**Cell classes on the final placement**

Scale: 6 px per µm.
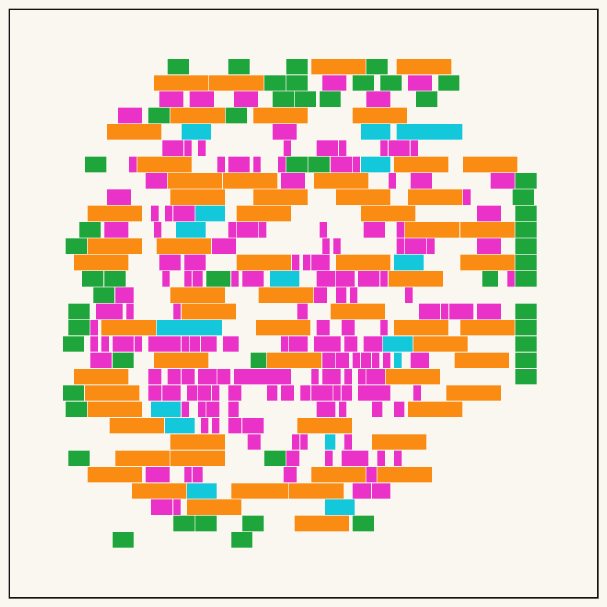
**Close-up of the layout**

Window x 48 to 98, y 48 to 98 µm. Cells in grey, sequential cells in the stronger grey; small squares are vias.
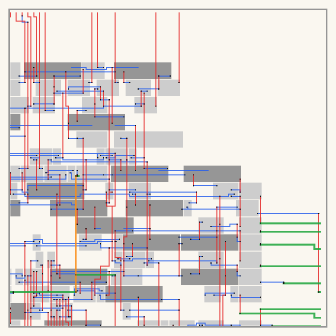
**The clock network**

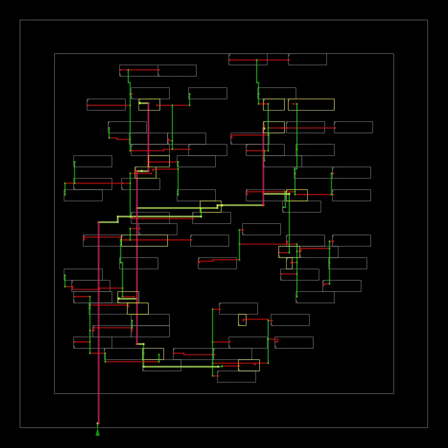
**M3 wires**

Scale: 4 px per µm. Cells faint in the background.
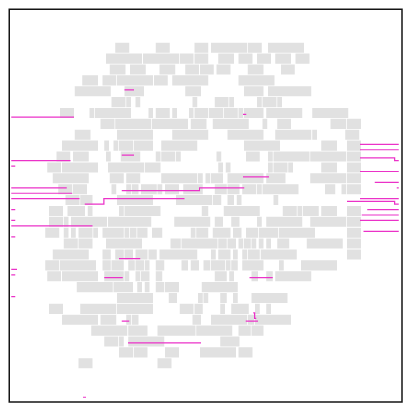
**Pin map**

Scale: 4 px per µm. Pins as bars across the die edge, other pins in grey.
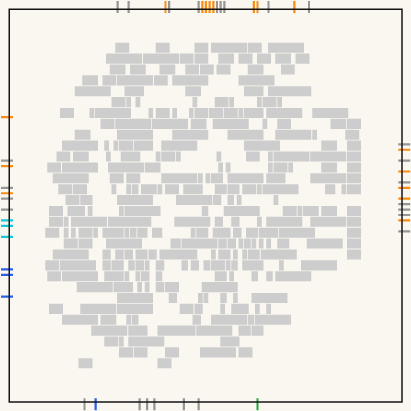
### config.mk
export PLATFORM = sky130hd
export DESIGN_NAME = keypad_entry_ctrl
export DESIGN_NICKNAME = d
export VERILOG_FILES = /design/src/rtl/keypad_pkg.sv /design/src/rtl/key_event_detect.sv /design/src/rtl/keypad_entry_ctrl.sv
export SDC_FILE = /design/constraint.sdc
export NUM_CORES = 1
export LEC_CHECK = 0
export CAP_MARGIN = 25
export CORE_MARGIN = 8
export CORE_UTILIZATION = 40
export DETAILED_ROUTE_END_ITERATION = 8
export PLACE_DENSITY = 0.74
export SYNTH_ARGS = -nofsm -noshare
export SYNTH_HDL_FRONTEND = slang
export SYNTH_SLANG_ARGS = --single-unit
### constraint.sdc
create_clock -name clk -period 6.72 [get_ports clk]
set_clock_uncertainty 0.15 [all_clocks]
set_input_delay 1.68 -clock clk [delete_from_list [all_inputs] [get_ports clk]]
set_output_delay 1.68 -clock clk [all_outputs]
set_load 0.05 [all_outputs]
### src/rtl/keypad_pkg.sv
// Shared key codes, FSM state type and key classification helpers.
package keypad_pkg;

  localparam logic [3:0] KEY_A    = 4'hA;
  localparam logic [3:0] KEY_B    = 4'hB;
  localparam logic [3:0] KEY_C    = 4'hC;
  localparam logic [3:0] KEY_D    = 4'hD;
  localparam logic [3:0] KEY_STAR = 4'hE;
  localparam logic [3:0] KEY_HASH = 4'hF;

  typedef enum logic [1:0] {
    ST_IDLE,
    ST_ENTRY,
    ST_COMMIT
  } entry_state_t;

  function automatic logic is_digit(input logic [3:0] c);
    return c <= 4'd9;
  endfunction

  function automatic logic is_func(input logic [3:0] c);
    return (c >= KEY_A) && (c <= KEY_D);
  endfunction

endpackage

### src/rtl/key_event_detect.sv
// Turns the scanner's level-valid key code into one event per physical press.
module key_event_detect (
  input  logic       clk,
  input  logic       rst,
  input  logic       key_valid,
  input  logic [3:0] key_code,
  output logic       evt,
  output logic [3:0] evt_code
);

  logic       kv_q;
  logic       armed;
  logic [3:0] code_q;

  // Register the key level and sample the code alongside it. kv_q resets
  // high so a key still held across reset cannot look like a release.
  always_ff @(posedge clk or posedge rst) begin
    if (rst) begin
      kv_q   <= 1'b1;
      code_q <= 4'h0;
    end else begin
      kv_q   <= key_valid;
      code_q <= key_code;
    end
  end

  // Arm after one registered-low cycle; firing an event disarms.
  always_ff @(posedge clk or posedge rst) begin
    if (rst)        armed <= 1'b0;
    else if (evt)   armed <= 1'b0;
    else if (!kv_q) armed <= 1'b1;
  end

  assign evt      = kv_q & armed;
  assign evt_code = code_q;

endmodule

### src/rtl/keypad_entry_ctrl.sv
// Keypad entry sequencer: BCD digit buffer, clear/commit, function keys,
// inactivity timeout, valid/ready hand-off of committed values.
module keypad_entry_ctrl
  import keypad_pkg::*;
#(
  parameter int NUM_DIGITS  = 4,
  parameter int TIMEOUT_CYC = 5000
) (
  input  logic                           clk,
  input  logic                           rst,
  input  logic                           key_valid,
  input  logic [3:0]                     key_code,
  output logic [4*NUM_DIGITS-1:0]        entry_digits,
  output logic [$clog2(NUM_DIGITS+1)-1:0] entry_count,
  output logic [4*NUM_DIGITS-1:0]        value_out,
  output logic                           value_valid,
  input  logic                           value_ready,
  output logic [1:0]                     func_code,
  output logic                           func_pulse,
  output logic                           err_pulse,
  output logic                           timeout_pulse,
  output logic                           busy
);

  localparam int BW = 4 * NUM_DIGITS;
  localparam int CW = $clog2(NUM_DIGITS + 1);
  localparam int TW = $clog2(TIMEOUT_CYC);

  logic          evt;
  logic [3:0]    evt_code;

  entry_state_t  state, state_n;
  logic [BW-1:0] dig_n, val_n;
  logic [CW-1:0] cnt_n;
  logic          vv_n, fp_n, ep_n, tp_n;
  logic [1:0]    fc_n;
  logic [TW-1:0] tcnt, tcnt_n;

  logic [BW+3:0] shift_full;
  logic [BW-1:0] dig_shift;

  key_event_detect u_evt (
    .clk       (clk),
    .rst       (rst),
    .key_valid (key_valid),
    .key_code  (key_code),
    .evt       (evt),
    .evt_code  (evt_code)
  );

  // Newest digit enters at the bottom; the oldest falls off the top.
  assign shift_full = {entry_digits, evt_code};
  assign dig_shift  = shift_full[BW-1:0];

  // State and datapath registers.
  always_ff @(posedge clk or posedge rst) begin
    if (rst) begin
      state         <= ST_IDLE;
      entry_digits  <= '0;
      entry_count   <= '0;
      value_out     <= '0;
      value_valid   <= 1'b0;
      func_code     <= 2'd0;
      func_pulse    <= 1'b0;
      err_pulse     <= 1'b0;
      timeout_pulse <= 1'b0;
      tcnt          <= '0;
    end else begin
      state         <= state_n;
      entry_digits  <= dig_n;
      entry_count   <= cnt_n;
      value_out     <= val_n;
      value_valid   <= vv_n;
      func_code     <= fc_n;
      func_pulse    <= fp_n;
      err_pulse     <= ep_n;
      timeout_pulse <= tp_n;
      tcnt          <= tcnt_n;
    end
  end

  // Next-state and datapath decisions; the idle counter is held at zero
  // outside ENTRY so every entry into ENTRY starts a fresh window.
  always_comb begin
    state_n = state;
    dig_n   = entry_digits;
    cnt_n   = entry_count;
    val_n   = value_out;
    vv_n    = value_valid;
    fc_n    = func_code;
    fp_n    = 1'b0;
    ep_n    = 1'b0;
    tp_n    = 1'b0;
    tcnt_n  = '0;

    unique case (state)
      ST_IDLE: begin
        if (evt) begin
          if (is_digit(evt_code)) begin
            dig_n   = dig_shift;
            cnt_n   = CW'(1);
            state_n = ST_ENTRY;
          end else if (evt_code == KEY_HASH) begin
            ep_n = 1'b1;
          end else if (is_func(evt_code)) begin
            fp_n = 1'b1;
            fc_n = 2'(evt_code - KEY_A);
          end
        end
      end

      ST_ENTRY: begin
        if (evt) begin
          // Any key event restarts the idle window, even on the terminal cycle.
          if (is_digit(evt_code)) begin
            if (entry_count < CW'(NUM_DIGITS)) begin
              dig_n = dig_shift;
              cnt_n = entry_count + CW'(1);
            end else begin
              ep_n = 1'b1;
            end
          end else if (evt_code == KEY_STAR) begin
            dig_n   = '0;
            cnt_n   = '0;
            state_n = ST_IDLE;
          end else if (evt_code == KEY_HASH) begin
            val_n   = entry_digits;
            vv_n    = 1'b1;
            dig_n   = '0;
            cnt_n   = '0;
            state_n = ST_COMMIT;
          end else begin
            fp_n = 1'b1;
            fc_n = 2'(evt_code - KEY_A);
          end
        end else if (tcnt == TW'(TIMEOUT_CYC - 1)) begin
          dig_n   = '0;
          cnt_n   = '0;
          tp_n    = 1'b1;
          state_n = ST_IDLE;
        end else begin
          tcnt_n = tcnt + TW'(1);
        end
      end

      ST_COMMIT: begin
        // Keys here are swallowed; only the consumer handshake moves on.
        if (value_ready) begin
          vv_n    = 1'b0;
          state_n = ST_IDLE;
        end
      end

      default: state_n = ST_IDLE;
    endcase
  end

  assign busy = (state != ST_IDLE);

endmodule

==> run_results.csv <==
group,metric,value,unit
detailed_routing,dr_wl_met2,2480,µm
final_layout,clk_share,6.72,%
global_routing,grt_pass1_wl,9320,µm
worst_setup_path,cp-end-kind,"output pin",
synthesis,ys_cells,228,
placement,gp_congestion,0.845,
final_layout,fillers,584,
timing,slew_violations,0,
global_routing,grt_pass1_vias,1928,
final_layout,seq_area,1550,µm²
global_routing,grt_overflow,0,
final_layout,buf_share,14.8,%
placement,dp_slack,3.41,ns
detailed_routing,wl_met3,309,µm
final_layout,buffers,52,
timing,tightestPinTransition,0.909,ns
final_layout,clkbuf_count,13,
detailed_routing,detail_route.first_pass.iterations,6,
worst_setup_path,cp-start-kind,"register",
worst_setup_path,path_class,"reg -> out",
placement,dp_hpwl,3640,µm
detailed_routing,ant_nets,0,
placement,placed_cells_incl_taps,353,
timing,max_freq,0.273,GHz
synthesis,synthTopLogicFamily,"multiplexers",
final_layout,logic_gates,135,
timing,rsz0062_at_grt,"false",
final_layout,nets,294,
synthesis,area_leaders,"dfrtp_1 57%, mux2i_1 7.5%, mux2_2 7.1%",
clock_tree,clk_latency,0.33,ns
worst_setup_path,required,4.89,ns
worst_setup_path,crit_end,"busy",
synthesis,compound_area_share,4.72,%
worst_setup_path,reg2reg_depth,6,
global_routing,use_met2,19.0,%
global_routing,busiest_layer,"met2",
timing,setup_slack,3.05,ns
floorplanning,dieArea,9570,µm²
worst_setup_path,r2r-end,"entry_count[0]",
power_and_ir_drop,p_leak,1.53,nW
timing,fin_hold_ws,0.317,ns
power_and_ir_drop,power.density,424,nW/µm²
detailed_routing,vias_per_cell,4.88,
worst_setup_path,cp-startpoint,"state[1]",
job,warnings,26,
clock_tree,clk_path_buf_depth,2,
synthesis,synth_chip_area,2680,µm²
synthesis,postSynthAreaPerCell,11.7,µm²
synthesis,mux_share,15.0,%
timing,finalHoldViolations,0,
timing,fin_crit,3.67,ns
power_and_ir_drop,peakVddDrop,227,µV
worst_setup_path,critPathMaxFanout,8,
detailed_routing,detail_route.iter0.violations,71,
detailed_routing,top_layer,"met4",
detailed_routing,num_vias,1799,
synthesis,yosys_warnings,0,
global_routing,use_met1,14.0,%
final_layout,syn2layout_area_growth,29.9,%
worst_setup_path,r2r_start,"tcnt[0]",
worst_setup_path,r2r_slack,4.41,ns
global_routing,grt_util_met3,4.62,%
worst_setup_path,arrival,1.84,ns
placement,placed_area,3250,µm²
final_layout,largestRegisters,"entry_digits x16, value_out x16, tcnt x13",
clock_tree,cts_hold_buf,0,
final_layout,instances_no_fill,369,
synthesis,syn_inst,228,
floorplanning,fp_util,40.3,%
clock_tree,post_cts_resized,0,
synthesis,ys_top_cells_by_count,"61 x dfrtp_1, 27 x nand2_1, 24 x inv_1",
synthesis,adder_share,0.934,%
detailed_routing,routedLengthMet1,2410,µm
timing,tns,0,ns
timing,finalCritPeriodShare,54.6,%
synthesis,ys_sh_simple,12.5,%
clock_tree,clockRootBuffer,"clkbuf_8",
synthesis,async_flop_share,100,%
worst_setup_path,slowest_delay,0.71,ns
final_layout,largest_cell_class,"flip-flops and latches",
synthesis,netlist.area_leader.share,57.0,%
final_layout,comb_area_share,28.4,%
detailed_routing,drc_errors,0,
final_layout,layout-drive-gt1-share,15.2,%
synthesis,fp_nets,238,
timing,slew_headroom,39.3,%
synthesis,post-synth-top-count-cell,"dfrtp_1",
synthesis,synth_cell_types,40,
global_routing,grt_usage,12.2,%
detailed_routing,wl_per_cell,14.4,µm
synthesis,syn_area,2680,µm²
final_layout,layout_top_cells,"61 x dfrtp_1, 49 x clkdlybuf4s50_1, 27 x nand2_1",
outcome,outcome,"finished, final reports clean",
clock_tree,cts_tree,"yes",
final_layout,layout.non_clock_inverters,24,
floorplanning,pin_count,50,
job,drv_cap,0,
floorplanning,n_tap_cell,80,
hold_path,hold_path_class,"reg -> reg",
synthesis,ys.flops,62,
global_routing,grt_max_degree,63,
clock_tree,clk_pin_slew_worst_paths,0.06,ns
synthesis,ys_seq_share,58.0,%
final_layout,n_antenna_cell,0,
clock_tree,htree_levels,3,
worst_setup_path,crit_path_top_delay_cell,"clkdlybuf4s50_1",
worst_setup_path,worstPathCellList,"or2_2 -> clkdlybuf4s50_1",
global_routing,antenna_found_initial,0,
synthesis,ys_sh_xor,3.27,%
final_layout,final_layout_top_logic_cell,"dfrtp_1",
synthesis,synth_top_flop_cell,"dfrtp_1",
timing,final-setup-viol-count,0,
clock_tree,post_cts_buffers,0,
synthesis,top_area_cell,"dfrtp_1",
detailed_routing,routed_wl,5330,µm
Notes on 'cell classes on the final placement' above:
- cyan: clock drivers and dummy loads (cells 16)
- orange: sequential cells (cells 62)
- magenta: combinational and other logic (cells 159)
- green: remaining buffers and delay cells (cells 52)
Site Rows: 30
Final Util: 52.4%
core area: 6640 µm²
Layout Cell Area excl Fill: 3480 µm²
fraction of area in registers: 44.6%

Notes on 'close-up of the layout' above:
- blue: metal 1
- green: metal 3
- orange: metal 4
- red: metal 2
- most frequent: clkdlybuf4s50_1 (15), dfrtp_1 (14), inv_1 (9)
- netlist names of flops here include: entry_digits (7), value_out (6)
- sequential cells in the window: 14
- cells with their middle in the window: 69

Notes on 'the clock network' above:
clk pwr: 0.377 mW
TritonCTS buffer count: 9
CTS Sinks: 62

Notes on 'M3 wires' above:
- nets with wire on the layer: 31
- wire length on this layer: 310 µm
- share of all routed wire: 5.8%

Notes on 'pin map' above:
- cyan: entry_count (pins 3; direction output; edge left)
- orange: entry_digits (pins 16; direction output; edge 8 top, 5 right, 3 left)
- blue: key_code (pins 4; direction input; edge 3 left, 1 bottom)
- green: timeout_pulse (pins 1; direction output; edge bottom)
die y size: 97.8 µm
Die X: 97.8 µm
Port Buffer Count: 49

worst min path at each step:
| stage | startpoint | to | depth (start not counted) |
|---|---|---|---|
| floorplan | u_evt.kv_q | u_evt.armed | 1 |
| global placement | u_evt.kv_q | u_evt.armed | 1 |
| detailed placement | u_evt.kv_q | u_evt.armed | 1 |
| CTS | u_evt.kv_q | u_evt.armed | 1 |
| global route | u_evt.kv_q | u_evt.armed | 1 |
| finish | u_evt.kv_q | u_evt.armed | 1 |
critical path: cells and delay by family (launching register included):
family	cells	cell delay, ns
buffers and inverters	1	0.71
flip-flops	1	0.47
AND/OR/NAND/NOR	1	0.32
where the power goes:
part	leakage, nW	total [mW]	switching, mW	internal [mW]
Sequential	0.826	0.522	0.0709	0.451
Combinational	0.583	0.579	0.379	0.200
Clock	0.120	0.377	0.138	0.239
Power is estimated from default activity; no workload was simulated.
